The metal 1 layer:
The bar under the picture is 100 um long. Supply wires on this layer in gray.
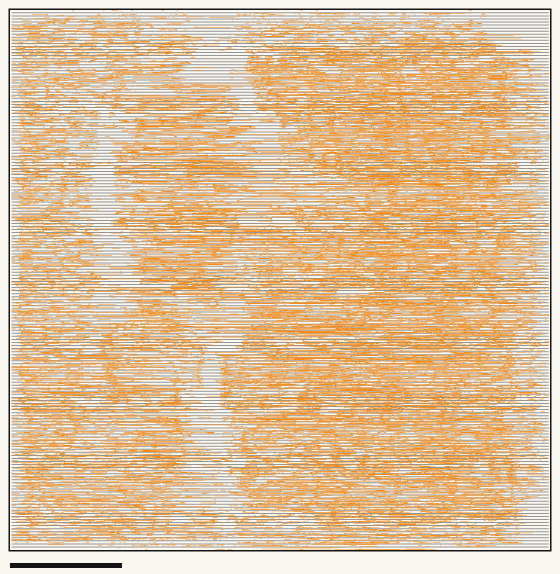
M2 wires:
The bar under the picture is 100 um long.
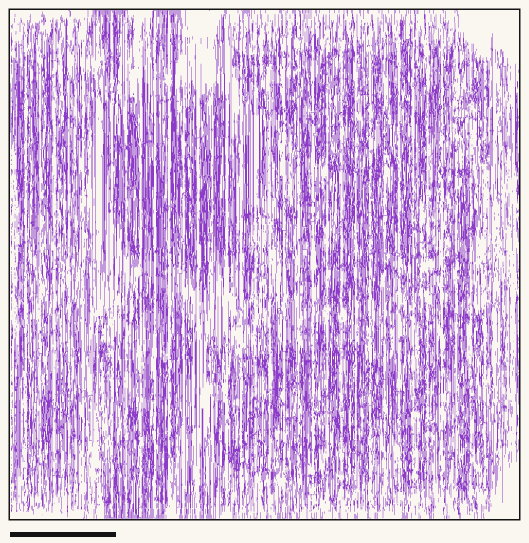
Metal 3:
Cells faint in the background.
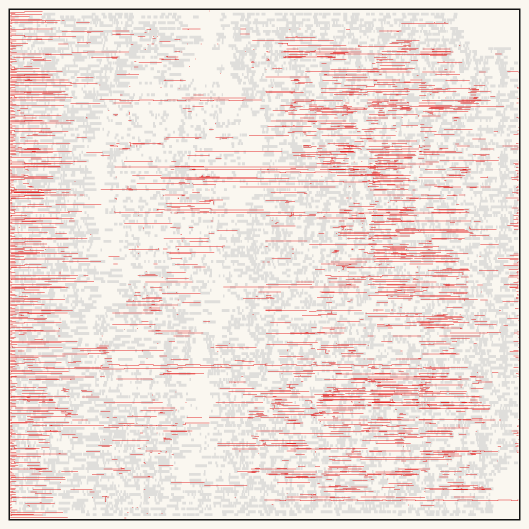
===== config.mk =====
export PLATFORM = sky130hd
export DESIGN_NAME = sha_256_stream_core_flat
export DESIGN_NICKNAME = d
export VERILOG_FILES = /design/src/rtl/sha_256_stream_core_pkg.sv /design/src/rtl/sha_256_stream_core_if.sv /design/src/rtl/sha_256_stream_core_round.sv /design/src/rtl/sha_256_stream_core.sv /design/src/flat_wrapper.sv
export SDC_FILE = /design/constraint.sdc
export NUM_CORES = 2
export LEC_CHECK = 0
export CAP_MARGIN = 15
export CORE_UTILIZATION = 35
export CTS_BUF_LIST = sky130_fd_sc_hd__clkbuf_4 sky130_fd_sc_hd__clkbuf_8 sky130_fd_sc_hd__clkbuf_16
export DETAILED_ROUTE_END_ITERATION = 8
export MAX_ROUTING_LAYER = met4
export PLACE_DENSITY = 0.51
export SLEW_MARGIN = 15
export SYNTH_ARGS = -nofsm -noshare
export SYNTH_HDL_FRONTEND = slang
export SYNTH_SLANG_ARGS = --single-unit

===== constraint.sdc =====
create_clock -name clk -period 7.9 [get_ports clk]
set_input_delay 1.58 -clock clk [delete_from_list [all_inputs] [get_ports clk]]
set_output_delay 1.58 -clock clk [all_outputs]
set_load 0.02 [all_outputs]

===== src/rtl/sha_256_stream_core_pkg.sv =====
// sha_256_pkg: shared constants, types and bit functions for the streaming
// SHA-256/SHA-224 core.
//   hash_state_t : eight 32-bit words, element 0 (a / H0) most significant
//   state_t      : control FSM states
//   K, IV_256, IV_224 : round constants and initial hash values
package sha_256_pkg;

  typedef logic [0:7][31:0] hash_state_t;

  typedef enum logic [1:0] {S_IDLE, S_ROUNDS, S_UPDATE, S_OUTPUT} state_t;

  localparam hash_state_t IV_256 = {
    32'h6a09e667, 32'hbb67ae85, 32'h3c6ef372, 32'ha54ff53a,
    32'h510e527f, 32'h9b05688c, 32'h1f83d9ab, 32'h5be0cd19};

  localparam hash_state_t IV_224 = {
    32'hc1059ed8, 32'h367cd507, 32'h3070dd17, 32'hf70e5939,
    32'hffc00b31, 32'h68581511, 32'h64f98fa7, 32'hbefa4fa4};

  localparam logic [31:0] K [0:63] = '{
    32'h428a2f98, 32'h71374491, 32'hb5c0fbcf, 32'he9b5dba5, 32'h3956c25b, 32'h59f111f1, 32'h923f82a4, 32'hab1c5ed5,
    32'hd807aa98, 32'h12835b01, 32'h243185be, 32'h550c7dc3, 32'h72be5d74, 32'h80deb1fe, 32'h9bdc06a7, 32'hc19bf174,
    32'he49b69c1, 32'hefbe4786, 32'h0fc19dc6, 32'h240ca1cc, 32'h2de92c6f, 32'h4a7484aa, 32'h5cb0a9dc, 32'h76f988da,
    32'h983e5152, 32'ha831c66d, 32'hb00327c8, 32'hbf597fc7, 32'hc6e00bf3, 32'hd5a79147, 32'h06ca6351, 32'h14292967,
    32'h27b70a85, 32'h2e1b2138, 32'h4d2c6dfc, 32'h53380d13, 32'h650a7354, 32'h766a0abb, 32'h81c2c92e, 32'h92722c85,
    32'ha2bfe8a1, 32'ha81a664b, 32'hc24b8b70, 32'hc76c51a3, 32'hd192e819, 32'hd6990624, 32'hf40e3585, 32'h106aa070,
    32'h19a4c116, 32'h1e376c08, 32'h2748774c, 32'h34b0bcb5, 32'h391c0cb3, 32'h4ed8aa4a, 32'h5b9cca4f, 32'h682e6ff3,
    32'h748f82ee, 32'h78a5636f, 32'h84c87814, 32'h8cc70208, 32'h90befffa, 32'ha4506ceb, 32'hbef9a3f7, 32'hc67178f2};

  function automatic logic [31:0] rotr(input logic [31:0] x, input int unsigned n);
    return (x >> n) | (x << (32 - n));
  endfunction

  function automatic logic [31:0] big_sigma0(input logic [31:0] x);
    return rotr(x, 2) ^ rotr(x, 13) ^ rotr(x, 22);
  endfunction

  function automatic logic [31:0] big_sigma1(input logic [31:0] x);
    return rotr(x, 6) ^ rotr(x, 11) ^ rotr(x, 25);
  endfunction

  function automatic logic [31:0] small_sigma0(input logic [31:0] x);
    return rotr(x, 7) ^ rotr(x, 18) ^ (x >> 3);
  endfunction

  function automatic logic [31:0] small_sigma1(input logic [31:0] x);
    return rotr(x, 17) ^ rotr(x, 19) ^ (x >> 10);
  endfunction

  function automatic logic [31:0] ch(input logic [31:0] x, input logic [31:0] y, input logic [31:0] z);
    return (x & y) ^ (~x & z);
  endfunction

  function automatic logic [31:0] maj(input logic [31:0] x, input logic [31:0] y, input logic [31:0] z);
    return (x & y) ^ (x & z) ^ (y & z);
  endfunction

endpackage


===== src/rtl/sha_256_stream_core_if.sv =====
// Block-in / digest-out handshake bundle of the streaming SHA core.
//   master : block producer and digest consumer
//   slave  : the hash core
interface sha_256_stream_core_if;
  logic [511:0] input_data;
  logic         input_valid;
  logic         input_first;
  logic         input_last;
  logic         mode;
  logic         input_ready;
  logic [255:0] output_hash;
  logic         output_valid;
  logic         output_ready;

  modport master (
    output input_data, input_valid, input_first, input_last, mode, output_ready,
    input  input_ready, output_hash, output_valid
  );

  modport slave (
    input  input_data, input_valid, input_first, input_last, mode, output_ready,
    output input_ready, output_hash, output_valid
  );
endinterface


===== src/rtl/sha_256_stream_core_round.sv =====
// sha_256_round: one combinational SHA-256 compression round.
//   state_in  : working variables a..h
//   k, w      : round constant and schedule word
//   state_out : a..h after the round
module sha_256_round
  import sha_256_pkg::*;
(
  input  hash_state_t state_in,
  input  logic [31:0] k,
  input  logic [31:0] w,
  output hash_state_t state_out
);
  logic [31:0] t1;
  logic [31:0] t2;

  assign t1 = state_in[7] + big_sigma1(state_in[4]) + ch(state_in[4], state_in[5], state_in[6]) + k + w;
  assign t2 = big_sigma0(state_in[0]) + maj(state_in[0], state_in[1], state_in[2]);

  assign state_out = {t1 + t2, state_in[0], state_in[1], state_in[2],
                      state_in[3] + t1, state_in[4], state_in[5], state_in[6]};
endmodule


===== src/rtl/sha_256_stream_core.sv =====
// sha_256_stream_core: multi-block streaming SHA-256 / SHA-224 engine.
// Takes pre-padded 512-bit blocks, chains the intermediate hash across
// blocks and presents a digest after the last block of a message.
//   clk, rst : clock and synchronous active-high reset
//   ena      : global enable, freezes all state when low
//   bus      : block input / digest output handshake (slave side)
module sha_256_stream_core
  import sha_256_pkg::*;
#(
  parameter int ROUNDS_PER_CYCLE = 1,
  parameter bit SUPPORT_224      = 1
) (
  input logic clk,
  input logic rst,
  input logic ena,
  sha_256_stream_core_if.slave bus
);
  localparam int R = ROUNDS_PER_CYCLE;

  if (!(R == 1 || R == 2 || R == 4)) begin : gen_bad_rounds
    $error("ROUNDS_PER_CYCLE must be 1, 2 or 4");
  end

  state_t      state_reg;
  logic [5:0]  t_reg;
  logic [31:0] w_reg [0:15];
  logic [31:0] w_shift [0:15];
  hash_state_t work_reg;
  hash_state_t chain_reg;
  hash_state_t round_out;
  hash_state_t sum_next;
  hash_state_t iv_sel;
  logic        mode_sel;
  logic        mode_reg;
  logic        last_reg;
  logic        out_valid_reg;
  logic [255:0] out_hash_reg;

  assign mode_sel = SUPPORT_224 ? bus.mode : 1'b0;
  assign iv_sel   = mode_sel ? IV_224 : IV_256;

  // New schedule words beyond the window. Only W[t+14], W[t+15] can be
  // needed from further than the window start, and for R = 4 those are the
  // two words just produced by earlier lanes.
  genvar gi;
  for (gi = 0; gi < R; gi++) begin : gen_sched
    logic [31:0] w_calc;
    if (gi < 2) begin : gen_from_window
      assign w_calc = small_sigma1(w_reg[14 + gi]) + w_reg[9 + gi] + small_sigma0(w_reg[1 + gi]) + w_reg[gi];
    end else begin : gen_from_lane
      assign w_calc = small_sigma1(gen_sched[gi - 2].w_calc) + w_reg[9 + gi] + small_sigma0(w_reg[1 + gi]) + w_reg[gi];
    end
  end

  // Window advances by R words; the tail is filled with the new words.
  for (gi = 0; gi < 16; gi++) begin : gen_shift
    if (gi + R < 16) begin : gen_keep
      assign w_shift[gi] = w_reg[gi + R];
    end else begin : gen_fill
      assign w_shift[gi] = gen_sched[gi + R - 16].w_calc;
    end
  end

  // Rounds t..t+R-1 in a combinational chain; lane gi uses W[t+gi] = w_reg[gi].
  for (gi = 0; gi < R; gi++) begin : gen_round
    hash_state_t st_in;
    hash_state_t st_out;
    if (gi == 0) begin : gen_head
      assign st_in = work_reg;
    end else begin : gen_link
      assign st_in = gen_round[gi - 1].st_out;
    end
    sha_256_round u_round (
      .state_in  (st_in),
      .k         (K[t_reg + 6'(gi)]),
      .w         (w_reg[gi]),
      .state_out (st_out)
    );
  end
  assign round_out = gen_round[R - 1].st_out;

  for (gi = 0; gi < 8; gi++) begin : gen_sum
    assign sum_next[gi] = chain_reg[gi] + work_reg[gi];
  end

  always_ff @(posedge clk) begin
    if (rst) begin
      state_reg     <= S_IDLE;
      t_reg         <= '0;
      work_reg      <= '0;
      chain_reg     <= IV_256;
      mode_reg      <= 1'b0;
      last_reg      <= 1'b0;
      out_valid_reg <= 1'b0;
      out_hash_reg  <= '0;
      for (int j = 0; j < 16; j++) w_reg[j] <= '0;
    end else if (ena) begin
      case (state_reg)
        S_IDLE: begin
          // ena is high and rst low here, so input_ready is asserted.
          if (bus.input_valid) begin
            for (int j = 0; j < 16; j++) w_reg[j] <= bus.input_data[511 - 32*j -: 32];
            if (bus.input_first) begin
              chain_reg <= iv_sel;
              mode_reg  <= mode_sel;
              work_reg  <= iv_sel;
            end else begin
              work_reg  <= chain_reg;
            end
            last_reg  <= bus.input_last;
            t_reg     <= '0;
            state_reg <= S_ROUNDS;
          end
        end
        S_ROUNDS: begin
          work_reg <= round_out;
          for (int j = 0; j < 16; j++) w_reg[j] <= w_shift[j];
          t_reg <= t_reg + 6'(R);
          if (t_reg == 6'(64 - R)) state_reg <= S_UPDATE;
        end
        S_UPDATE: begin
          chain_reg <= sum_next;
          if (last_reg) begin
            out_hash_reg  <= mode_reg ? {sum_next[0:6], 32'h0} : sum_next;
            out_valid_reg <= 1'b1;
            state_reg     <= S_OUTPUT;
          end else begin
            state_reg <= S_IDLE;
          end
        end
        S_OUTPUT: begin
          if (bus.output_ready) begin
            // Digest delivered: chain returns to the SHA-256 IV for a
            // following block that arrives without input_first.
            out_valid_reg <= 1'b0;
            chain_reg     <= IV_256;
            mode_reg      <= 1'b0;
            state_reg     <= S_IDLE;
          end
        end
        default: state_reg <= S_IDLE;
      endcase
    end
  end

  assign bus.input_ready  = ena & (state_reg == S_IDLE) & ~rst;
  assign bus.output_valid = out_valid_reg;
  assign bus.output_hash  = out_hash_reg;
endmodule


===== src/flat_wrapper.sv =====
// flat-port wrapper written by rule: the top's interface ports become plain ports
module sha_256_stream_core_flat import sha_256_pkg::*;
#(
  parameter int ROUNDS_PER_CYCLE = 1,
  parameter bit SUPPORT_224      = 1
)
  (clk, rst, ena, bus_input_data, bus_input_valid, bus_input_first, bus_input_last, bus_mode, bus_output_ready, bus_input_ready, bus_output_hash, bus_output_valid);
  sha_256_stream_core_if bus_i ();
  input logic clk;
  input logic rst;
  input logic ena;
  input wire logic [$bits(bus_i.input_data)-1:0] bus_input_data;
  input wire logic [$bits(bus_i.input_valid)-1:0] bus_input_valid;
  input wire logic [$bits(bus_i.input_first)-1:0] bus_input_first;
  input wire logic [$bits(bus_i.input_last)-1:0] bus_input_last;
  input wire logic [$bits(bus_i.mode)-1:0] bus_mode;
  input wire logic [$bits(bus_i.output_ready)-1:0] bus_output_ready;
  output wire logic [$bits(bus_i.input_ready)-1:0] bus_input_ready;
  output wire logic [$bits(bus_i.output_hash)-1:0] bus_output_hash;
  output wire logic [$bits(bus_i.output_valid)-1:0] bus_output_valid;
  assign bus_i.input_data = bus_input_data;
  assign bus_i.input_valid = bus_input_valid;
  assign bus_i.input_first = bus_input_first;
  assign bus_i.input_last = bus_input_last;
  assign bus_i.mode = bus_mode;
  assign bus_i.output_ready = bus_output_ready;
  assign bus_input_ready = bus_i.input_ready;
  assign bus_output_hash = bus_i.output_hash;
  assign bus_output_valid = bus_i.output_valid;
  sha_256_stream_core #(.ROUNDS_PER_CYCLE(ROUNDS_PER_CYCLE), .SUPPORT_224(SUPPORT_224)) u_core (.clk(clk), .rst(rst), .ena(ena), .bus(bus_i));
endmodule

==> run notes <==
Implementation results

The checks that failed: negative setup slack. The design received a total of 3009 well taps at floorplan. Hold repair after CTS inserted 0 buffers.

Overall routing resource usage recorded by global route was 35.0%. The number of instances in the synthesized netlist is 9520. The most common logic cells in the final layout are sky130_fd_sc_hd__nand2_1, sky130_fd_sc_hd__a21oi_1, sky130_fd_sc_hd__clkdlybuf4s50_1.

By area, logic gates come first. The xor and xnor fraction of the mapped netlist area is 6.57%. After synthesis, the largest area contributor takes up 19.4% of total cell area. The clock latency on the worst-skew pair is 0.87 ns.

The main flop type after synthesis is sky130_fd_sc_hd__dfxtp_1. The worst register-to-register path depth is 38. The storage element area is 0.0310 mm2. The number of enable flip-flop cells is 512. The clock-pin slew of the registers on the worst-case setup and hold paths is 0.06 ns. The DRC violation total left in the routed layout is recorded as 0. According to the timing report, the arrival time at the worst endpoint equals 8.66 ns. The HPWL after detailed placement is 303000 um. The share of total power consumed by net switching is 45.0%. Sequential elements use 38.5% of the synthesized area. The netlist area before placement is 0.0804 mm2. Per the placement log, port buffering inserted 777 buffers.

The setup TNS is -0.0455 ns. The clock root buffer master is sky130_fd_sc_hd__clkbuf_16. Per the finish-stage timing summary, setup violations number 3. Dividing total power by cell area gives a power density of 503 mW/mm2. The total inserted antenna cells is 54. Ranked by total cell area, the synthesized netlist is headed by sky130_fd_sc_hd__dfxtp_1, sky130_fd_sc_hd__edfxtp_1, sky130_fd_sc_hd__a21oi_1, sky130_fd_sc_hd__nand2_1, sky130_fd_sc_hd__ha_1.

The number of buffers created by CTS is 158. STA puts the critical path data required time at 8.63 ns. The most common library cell in the layout ignoring fill and taps is sky130_fd_sc_hd__nand2_1. The global placement routability congestion is 0.986. The flow ran to the end, but the final reports show violations.

The setup slack of the critical path after layout is -0.0265 ns. For the pin with the worst max-slew slack, the measured transition is 1.23 ns. The main logic family after synthesis is AND-OR/OR-AND gates. The basic-gate share of the synthesized area counting and, or, nand and nor cells is 16.0%. The number of global-route vias before repair is 74395.

Counting plain and timing-repair buffers in the layout gives 1478. The area growth from synthesis to layout is 26.6%. The fraction of layout cells with a size suffix above 1 is 11.6%. The area fraction in full adders, half adders and majority gates is 11.0%. In this run the deepest clock path goes through 3 buffers. Entering global routing, the biggest net connects 199 pins.
Notes on 'the metal 1 layer' above:
wire length on this layer: 167 mm
main direction: horizontal
nets with wire on the layer: 10939
longest straight run: 125 um
share of all routed wire: 41%
wirelength, routed: 404000 um
via count: 78005
GR met1 Demand/Resource: 43.9%

Notes on 'M2 wires' above:
wire length on this layer: 183 mm
nets with wire on the layer: 9522
longest straight run: 200 um
met2 Usage GRT: 54.0%

Notes on 'metal 3' above:
share of all routed wire: 7.8%
nets with wire on the layer: 1367

-- per-stage QoR --
step,utilization [%],power [mW],setup slack (ns),cell area [um2],hold WS (ns)
after detailed placement,41.7,40.0,-0.667,95000,0.447
after CTS,44.2,49.0,0.000945,101000,0.455
after floorplan,-,25.1,-0.108,80500,0.442
after global routing,44.7,54.1,-0.330,102000,0.471
after global placement,41.7,40.1,-0.591,95000,0.445
final,44.7,51.2,-0.0265,102000,0.452
-- path summary, 6_finish.rpt --
path	startpoint	endpoint	slack (ns)
worst max-delay path	u_core.t_reg[1]$_SDFFE_PP0P_	u_core.gen_round[0].st_in[252]$_SDFFE_PP0P_	-0.03
worst min-delay path	u_core.bus.output_hash[170]$_SDFFE_PP0P_	u_core.bus.output_hash[170]$_SDFFE_PP0P_	0.45
worst max register to register	u_core.t_reg[1]$_SDFFE_PP0P_	u_core.gen_round[0].st_in[252]$_SDFFE_PP0P_	-0.03
worst min register to register	u_core.bus.output_hash[170]$_SDFFE_PP0P_	u_core.bus.output_hash[170]$_SDFFE_PP0P_	0.45
-- power by group through the flow --
stage | combinational (mW) | sequential [mW] | clock [mW]
floorplan | 17.2 | 7.89 | 0
global placement | 31.8 | 8.34 | 0
detailed placement | 31.7 | 8.34 | 0
CTS | 33.0 | 8.21 | 7.85
global route | 37.8 | 8.25 | 8.08
finish | 35.2 | 8.24 | 7.73
-- per-layer routing --
layer	global-route usage, %	wire (um)	vias to the layer above
met5	-	0	-
met4	16.9	23000	0
met3	6.52	31500	626
met2	54.0	183000	3535
met1	43.9	167000	38201
li1	-	-	35643
-- worst max-delay path, delay by kind of cell, from the launching register on --
family	cells	cell delay, ns
DFF	1	0.38
AOI/OAI and AO/OA	13	2.27
xor gates and xnor gates	2	0.36
buffers and inverters	9	0.72
adders and majority gates	7	2.76
and+or+nand+nor	7	1.33
Power is estimated from default activity; no workload was simulated.
